[src/rtl/mem_burst_rd_fsm_if.sv]
// rtl/mem_burst_rd_fsm_if.sv - command and memory-port bundle for the burst read controller
interface mem_burst_rd_fsm_if #(
    parameter int ADDR_W = 8,
    parameter int BLEN_W = 4
);
    logic              go;
    logic [ADDR_W-1:0] start_addr;
    logic [BLEN_W-1:0] burst_len;
    logic              ws;
    logic              abort;
    logic              rd;
    logic [ADDR_W-1:0] addr;
    logic              ds;
    logic              err;
    logic              err_cause;
    logic [BLEN_W-1:0] beat;
    logic              busy;

    // Sequencer/memory side: drives requests and wait status, observes the controller
    modport master (
        output go, start_addr, burst_len, ws, abort,
        input  rd, addr, ds, err, err_cause, beat, busy
    );

    // Controller side
    modport slave (
        input  go, start_addr, burst_len, ws, abort,
        output rd, addr, ds, err, err_cause, beat, busy
    );
endinterface

[src/rtl/mem_burst_rd_fsm.sv]
// rtl/mem_burst_rd_fsm.sv - burst read controller with per-beat retry limit and abort
module mem_burst_rd_fsm #(
    parameter int ADDR_W    = 8,
    parameter int BLEN_W    = 4,
    parameter int MAX_RETRY = 3
) (
    input  logic            clk,
    input  logic            rst_n,
    mem_burst_rd_fsm_if.slave bus
);
    localparam logic [3:0] RETRY_MAX = 4'(MAX_RETRY);

    // One bit per strobe so rd/ds/err are plain state bits; DLY gets its own bit
    typedef enum logic [3:0] {
        IDLE = 4'b0000,
        READ = 4'b0001,
        DONE = 4'b0010,
        ERR  = 4'b0100,
        DLY  = 4'b1000
    } state_t;

    state_t            state;
    logic [ADDR_W-1:0] addr_q;
    logic [BLEN_W-1:0] beat_q;
    logic [BLEN_W-1:0] len_q;
    logic [3:0]        retry_q;
    logic              cause_q;

    // Burst sequencing: latch the request, walk beats, retry on ws, stop on abort/limit
    always_ff @(posedge clk or negedge rst_n) begin
        if (!rst_n) begin
            state   <= IDLE;
            addr_q  <= '0;
            beat_q  <= '0;
            len_q   <= '0;
            retry_q <= '0;
            cause_q <= 1'b0;
        end else begin
            case (state)
                IDLE: begin
                    if (bus.go) begin
                        state   <= READ;
                        addr_q  <= bus.start_addr;
                        len_q   <= bus.burst_len;
                        beat_q  <= '0;
                        retry_q <= '0;
                        cause_q <= 1'b0;
                    end
                end
                READ: begin
                    if (bus.abort) begin
                        state   <= ERR;
                        cause_q <= 1'b1;
                    end else begin
                        state <= DLY;
                    end
                end
                DLY: begin
                    if (bus.abort) begin
                        state   <= ERR;
                        cause_q <= 1'b1;
                    end else if (bus.ws) begin
                        if (retry_q < RETRY_MAX) begin
                            state   <= READ;
                            retry_q <= retry_q + 4'd1;
                        end else begin
                            state   <= ERR;
                            cause_q <= 1'b0;
                        end
                    end else if (beat_q == len_q) begin
                        state <= DONE;
                    end else begin
                        state   <= READ;
                        addr_q  <= addr_q + 1'b1;
                        beat_q  <= beat_q + 1'b1;
                        retry_q <= '0;
                    end
                end
                DONE:    state <= IDLE;
                ERR:     state <= IDLE;
                default: state <= IDLE;
            endcase
        end
    end

    assign bus.rd        = state[0];
    assign bus.ds        = state[1];
    assign bus.err       = state[2];
    assign bus.busy      = |state;
    assign bus.addr      = addr_q;
    assign bus.beat      = beat_q;
    assign bus.err_cause = cause_q;
endmodule

[src/flat_wrapper.sv]
// flat-port wrapper written by rule: the top's interface ports become plain ports
module mem_burst_rd_fsm_flat 
#(
    parameter int ADDR_W    = 8,
    parameter int BLEN_W    = 4,
    parameter int MAX_RETRY = 3
)
  (clk, rst_n, bus_go, bus_start_addr, bus_burst_len, bus_ws, bus_abort, bus_rd, bus_addr, bus_ds, bus_err, bus_err_cause, bus_beat, bus_busy);
  mem_burst_rd_fsm_if #(.ADDR_W(ADDR_W), .BLEN_W(BLEN_W)) bus_i ();
  input  logic clk;
  input  logic rst_n;
  input wire logic [$bits(bus_i.go)-1:0] bus_go;
  input wire logic [$bits(bus_i.start_addr)-1:0] bus_start_addr;
  input wire logic [$bits(bus_i.burst_len)-1:0] bus_burst_len;
  input wire logic [$bits(bus_i.ws)-1:0] bus_ws;
  input wire logic [$bits(bus_i.abort)-1:0] bus_abort;
  output wire logic [$bits(bus_i.rd)-1:0] bus_rd;
  output wire logic [$bits(bus_i.addr)-1:0] bus_addr;
  output wire logic [$bits(bus_i.ds)-1:0] bus_ds;
  output wire logic [$bits(bus_i.err)-1:0] bus_err;
  output wire logic [$bits(bus_i.err_cause)-1:0] bus_err_cause;
  output wire logic [$bits(bus_i.beat)-1:0] bus_beat;
  output wire logic [$bits(bus_i.busy)-1:0] bus_busy;
  assign bus_i.go = bus_go;
  assign bus_i.start_addr = bus_start_addr;
  assign bus_i.burst_len = bus_burst_len;
  assign bus_i.ws = bus_ws;
  assign bus_i.abort = bus_abort;
  assign bus_rd = bus_i.rd;
  assign bus_addr = bus_i.addr;
  assign bus_ds = bus_i.ds;
  assign bus_err = bus_i.err;
  assign bus_err_cause = bus_i.err_cause;
  assign bus_beat = bus_i.beat;
  assign bus_busy = bus_i.busy;
  mem_burst_rd_fsm #(.ADDR_W(ADDR_W), .BLEN_W(BLEN_W), .MAX_RETRY(MAX_RETRY)) u_core (.clk(clk), .rst_n(rst_n), .bus(bus_i));
endmodule
[config.mk]
export PLATFORM = sky130hd
export DESIGN_NAME = mem_burst_rd_fsm_flat
export DESIGN_NICKNAME = d
export VERILOG_FILES = /design/src/rtl/mem_burst_rd_fsm_if.sv /design/src/rtl/mem_burst_rd_fsm.sv /design/src/flat_wrapper.sv
export SDC_FILE = /design/constraint.sdc
export NUM_CORES = 1
export LEC_CHECK = 0
export CORE_UTILIZATION = 48
export CTS_BUF_LIST = sky130_fd_sc_hd__clkbuf_16
export DETAILED_ROUTE_END_ITERATION = 16
export PLACE_DENSITY_LB_ADDON = 0.3
export SYNTH_ARGS = -nofsm -noshare
export SYNTH_HDL_FRONTEND = slang
export SYNTH_SLANG_ARGS = --single-unit
[constraint.sdc]
create_clock -name clk -period 2 [get_ports clk]
set_input_delay 0.6 -clock clk [delete_from_list [all_inputs] [get_ports clk]]
set_output_delay 0.6 -clock clk [all_outputs]
set_load 0.02 [all_outputs]
==> impl_metrics.toml, run 1 <==
# yosys + openroad results
[floorplanning]
core_util_floorplan = 0.523
die_h_um = 54.9
chipArea_um2 = 3020

[synth]
syn_inst = 139
yosysTopAreaCellShare = 0.466
async_flop_share = 1.00
ys.warnings.count = 0
ys_seq_share = 0.466
syn-num-nets = 159
netlist_area_um2 = 1340
yosys_area_um2 = 1340
ys_top_cells_by_area = "dfrtp_1 47%, nand2_1 7.8%, ha_1 2.8%, xnor2_1 2.6%, and2_1 2.3%"
ys_types = 46
top_area_cell = "dfrtp_1"
synth.avg_cell_area_um2 = 9.67

[sta]
slew_headroom = 0.769
finalCritPeriodShare = 0.991
skew_ps = 3.69
period_needed_ps = 1980
hold_viol = 0
whs_ps = 495

[cells_and_area]
drive_gt1_frac = 0.194
area_growth_pct = 43.9

[power_and_ir_drop]
p_leak_nw = 0.864

[drt]
dr.first_iter.drc_count = 49
routedWlPerCell_um = 17.7
first_pass_iters = 4

[critical_path]
critPathCaptureType = "register"
r2r-start = "u_core.state[1]$_DFFE_PN0P_"
r2r_end = "u_core.bus.addr[6]$_DFFE_PN0P_"
startpoint_type = "primary input"
crit_end = "u_core.bus.addr[6]$_DFFE_PN0P_"
worstPathArrival_ps = 2140

[grt]
grt_usage = 0.285
grt_pass1_wl_um = 5980
grt_max_degree = 26
antenna_found_initial = 0

[place]
hpwlAfterDp_um = 2740
place.gp.congestion = 0.795

[clocking]
cts_max_path_buffers = 2
cts_max_level = 1
clkTransAtPathRegs_ps = 70
clock_sinks = 25
cts_root_buf = "clkbuf_16"
numCtsBuffers = 3

[hold_path]
holdPathStages = 1
hold_path.class = "reg2reg"

[run_status]
status = "complete, no violations"

[flow_run]
warning_count = 27
[run 1: what timing repair did]
item / 4_1_cts / 5_1_grt
buffers inserted: 0 / 2
pin swaps: 3 / 2
cloned: 0 / 0
endpoints found under the setup margin: 10 / 9
resized: 8 / 7
hold buffers: 0 / 0
[run 1: metrics by stage]
| stage | setup TNS [ps] | instances | util | power [mW] | setup WS [ps] |
|---|---|---|---|---|---|
| after global routing | -17.9 | 221 | 0.753 | 2.85 | -17.9 |
| after detailed placement | -3850 | 215 | 0.709 | 2.18 | -415 |
| final | 0 | 221 | 0.753 | 2.71 | 17.4 |
| after floorplan | 0 | 139 | - | 1.56 | 160 |
| after global placement | -2910 | 215 | 0.709 | 2.11 | -348 |
| after CTS | 0 | 219 | 0.746 | 2.66 | 19.5 |
[run 1: critical path, stage by stage]
cell and delay (ps):
clkdlybuf4s50_1 510, o21ba_2 160, nand2_2 80, or4_1 520, a32o_1 270
[run 1: metal layers]
| metal | up-vias | routed length [um] | GRT usage |
|---|---|---|---|
| li1 | 621 | - | - |
| met1 | 671 | 1580 | 0.368 |
| met2 | 67 | 1950 | 0.464 |
| met3 | 8 | 320 | 0.0601 |
| met4 | 0 | 70 | 0.117 |
| met5 | - | 0 | 0 |
[run 1: registers in the layout, summed over array words and instances (netlist names)]
register / cells
u_core.bus.addr: 8
u_core.retry_q: 4
u_core.len_q: 4
u_core.bus.err_cause: 1
u_core.bus.beat: 4
u_core.state: 4
[run 1: cells in the mapped netlist, types with 3 or more instances]
master and n:
clkbuf_1 3, o31ai_1 3, ha_1 3, a21oi_1 3
xnor2_1 4, inv_1 5, o21ai_0 3, o311ai_0 3
o22ai_1 3, nand3_1 5, dfrtp_1 25, or4_1 4
nor2_1 6, nand2_1 28, and2_1 5
[run 1: cell families (layout without fill, tap and decap cells)]
group,after synthesis,in the layout,share of synthesized area
compound gates,30,30,0.168
xor+xnor,4,4,0.0261
fa+ha+maj,3,3,0.0279
buf+inv,10,62,0.0344
flops,25,25,0.466
mux,2,2,0.0158
simple gates,65,65,0.263
[run 1: power by group]
group	total, mW	switching, mW	internal, mW
Combinational	1.39	0.745	0.645
Sequential	0.847	0.176	0.671
Clock	0.471	0.199	0.272
Total	2.71	1.12	1.59
[run 1: cell type report]
| type | count | area [um2] | share of cell area |
|---|---|---|---|
| tap | 30 | 37.5 | 0.0194 |
| multi-input combinational | 104 | 694 | 0.359 |
| inverter | 5 | 18.8 | 0.00971 |
| clock inverter | 1 | 7.51 | 0.00388 |
| clock buffer | 3 | 75.1 | 0.0388 |
| timing repair buffer | 53 | 473 | 0.245 |
| sequential | 25 | 627 | 0.324 |
Fig. 1: run 1, supply network
Pins as bars on the die edge. Tap cells in gray.
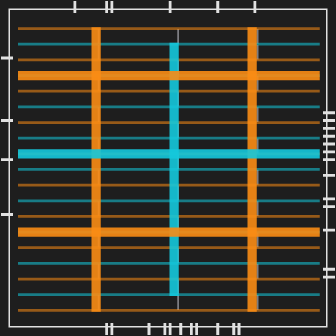
[orange] VSS
[cyan] VDD
rows: 18
met5 straps: 3
signal pins: 34
met4 straps: 3
core area: 2570 um2
peak supply drop: 1150 uV

Fig. 2: run 1, cell classes on the final placement
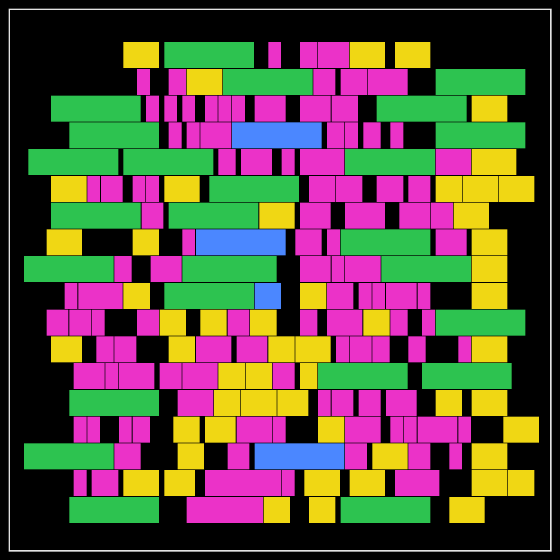
[green] flops | cells: 25
[magenta] combinational and other logic | cells: 109
[yellow] other buffers and delay cells | cells: 53
[blue] clock drivers and dummy loads | cells: 4
post-route design area: 1930 um2
Site Rows: 18
fraction of area in registers: 0.324
Core Util, Final: 0.753

Fig. 3: run 1, routed clock nets over the placement
Scale bar: 20 um.
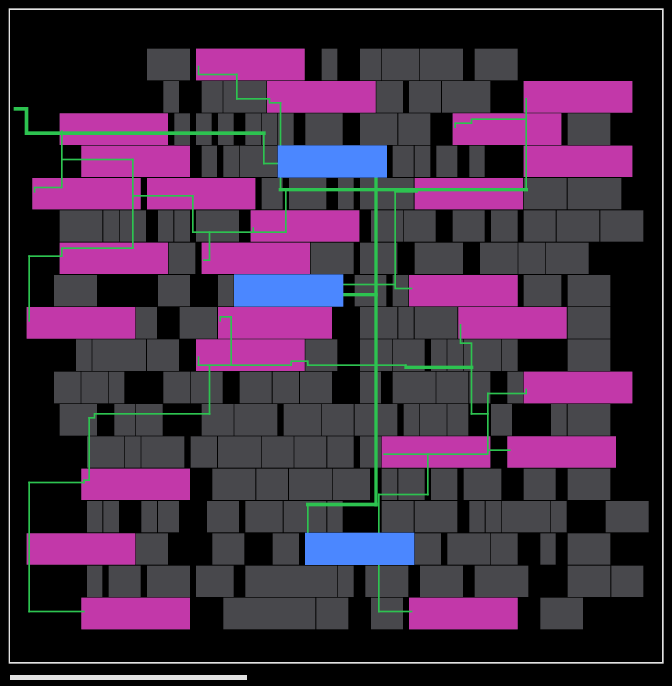
[magenta] flip-flops | count: 25
[green] clock wires | length: 328 um
[blue] clock drivers | count: 3
routed clock nets: 4
flops lie: all over the die
Clk. pwr: 0.471 mW
clock share of power: 0.174

==> inputs of run 2 (changes only) <==
- CORE_UTILIZATION: 48 -> 50
- CTS_BUF_LIST: sky130_fd_sc_hd__clkbuf_16 -> sky130_fd_sc_hd__clkbuf_2 sky130_fd_sc_hd__clkbuf_4 sky130_fd_sc_hd__clkbuf_8
Fig. 4: run 2, supply network
Pins as bars on the die edge. Tap cells in gray.
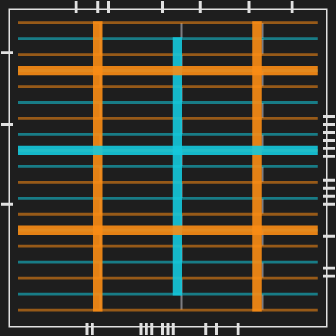
[cyan] VDD
[orange] VSS
tap cells: 30
met1 rails: 19
core area: 2500 um2
Die Height: 53.8 um
peak supply drop: 1080 uV
DIE WIDTH: 53.8 um

Fig. 5: run 2, track usage over the die
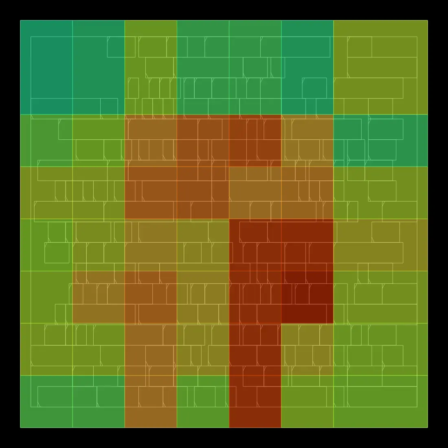
Core Util, Final: 0.765
met3 Track Usage GR: 0.0565
wire per inst: 16.0 um

==> impl_metrics.toml, run 2 <==
# yosys + openroad results
[run_status]
status = "complete, but fails checks"
violations = "negative setup slack"

[power_and_ir_drop]
netSwitchingPower_mw = 1.07
power_frac_comb = 0.554
p_int_mw = 1.37

[hold_path]
hold_path.class = "reg2reg"

[synth]
synth.avg_cell_area_um2 = 9.67
top_area_cell = "dfrtp_1"
ys_seq_share = 0.466
netlist_area_um2 = 1340
ys.warnings.count = 0
async_flop_share = 1.00

[clocking]
numCtsBuffers = 3
hold_buffers = 0
clock_sinks = 25

[cells_and_area]
largest_reg_flops = 8
stdcell_count = 224

[critical_path]
cp_common_cell = "buf_4"
slowest_delay_ps = 510
critPathCaptureType = "register"

[sta]
fin_ws_ps = -17.8
hold_viol = 0
period_needed_ps = 2020
slew_headroom = 0.763
setup_violations = 1

[place]
place_ws_ps = -401

[grt]
grt_pass1_wl_um = 5750

[drt]
first_pass_iters = 4
Fig. 6: run 2, wiring by layer
Scale bar: 20 um.
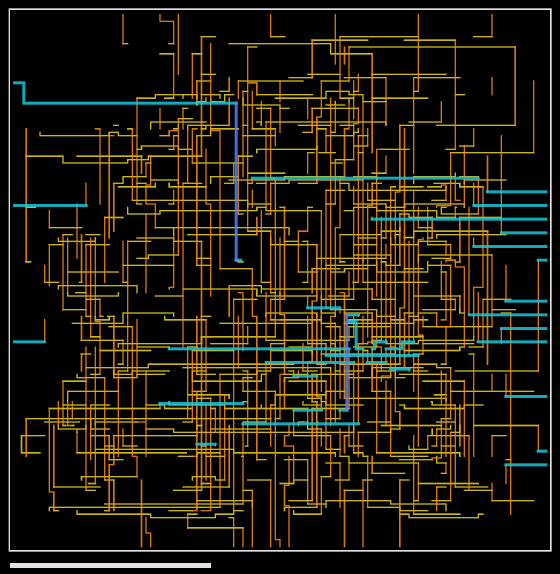
[blue] metal 4 | wire length: 25.2 um
[orange] metal 2 | wire length: 1820 um
[cyan] metal 3 | wire length: 212 um
[yellow] metal 1 | wire length: 1530 um
total number of vias: 1326
Tot GR Track Use: 0.282
WL final: 3590 um

[run 2: cell count changes in the layout (fill, tap and decap cells not counted), moves of 3 or more]
cell | before | now
clkdlybuf4s50_1 | 27 | 16
dlygate4sd2_1 | 4 | 12
buf_4 | 20 | 23
clkbuf_16 | 3 | 0
clkbuf_4 | 0 | 3
dlymetal6s2s_1 | 1 | 4
[run 2: worst max path at each step]
stage / start / endpoint / slack [ps] / cells past startpoint
after floorplan: bus_abort / u_core.bus.addr[7]$_DFFE_PN0P_ / 160 / 5
after global placement: bus_abort / u_core.bus.addr[6]$_DFFE_PN0P_ / -370 / 5
after detailed placement: bus_abort / u_core.bus.addr[6]$_DFFE_PN0P_ / -400 / 5
after CTS: u_core.state[2]$_DFFE_PN0P_ / bus_busy / -60 / 3
after global routing: u_core.state[1]$_DFFE_PN0P_ / bus_busy / -80 / 3
final: u_core.state[1]$_DFFE_PN0P_ / u_core.bus.addr[6]$_DFFE_PN0P_ / -20 / 6
[run 2: layer usage]
layer,vias to the layer above,part of all wire,track usage
met5,-,0,0
met4,0,0.0070,0.114
met3,4,0.059,0.0565
met2,52,0.51,0.490
met1,646,0.43,0.336
li1,624,-,-
[run 2: logic make-up (layout without fill, tap and decap cells)]
logic type / Yosys count / after routing / synth area share
DFF: 25 / 25 / 0.466
buffers and inverters: 10 / 65 / 0.0344
xor gates and xnor gates: 4 / 4 / 0.0261
AOI/OAI and AO/OA: 30 / 30 / 0.168
adders and majority gates: 3 / 3 / 0.0279
muxes: 2 / 2 / 0.0158
and+or+nand+nor: 65 / 65 / 0.263
[run 2: layout make-up]
type                    count  area [um2]  area share
clock buffers               3        22.5      0.0118
clock inverters             1        7.51     0.00392
inverters                   5        18.8     0.00981
multi-input cells         104         708       0.370
flip-flops and latches     25         626       0.327
well taps                  30        37.5      0.0196
repair buffers             56         493       0.258
[run 2: worst max-delay path, delay by kind of cell (launching register included)]
| kind | cells | cell delay, ps |
|---|---|---|
| DFF | 1 | 470 |
| buffers and inverters | 2 | 290 |
| and+or+nand+nor | 3 | 910 |
| AOI/OAI and AO/OA | 1 | 270 |
[run 2: power groups by stage]
stage / registers, mW / logic [mW] / clock network, mW
final: 0.846 / 1.35 / 0.242
after global routing: 0.873 / 1.47 / 0.272
after CTS: 0.832 / 1.30 / 0.248
after detailed placement: 0.842 / 1.34 / 0
after global placement: 0.825 / 1.30 / 0
after floorplan: 0.969 / 0.587 / 0
[run 2: through the flow]
step	setup TNS [ps]	area, um2	util
floorplan	0	1340	-
global placement	-2930	1830	0.734
detailed placement	-3500	1830	0.734
CTS	-60.4	1870	0.749
global route	-320	1910	0.765
finish	-17.8	1910	0.765
[run 2: timing repair]
action                     in CTS  in global routing
buffers inserted                1                  2
pin swaps                       2                  4
gates resized                  16                 10
setup endpoints to repair      16                  5
hold endpoints to repair        0                  0
Power figures rest on the tool's default switching activity, not on a simulated workload.
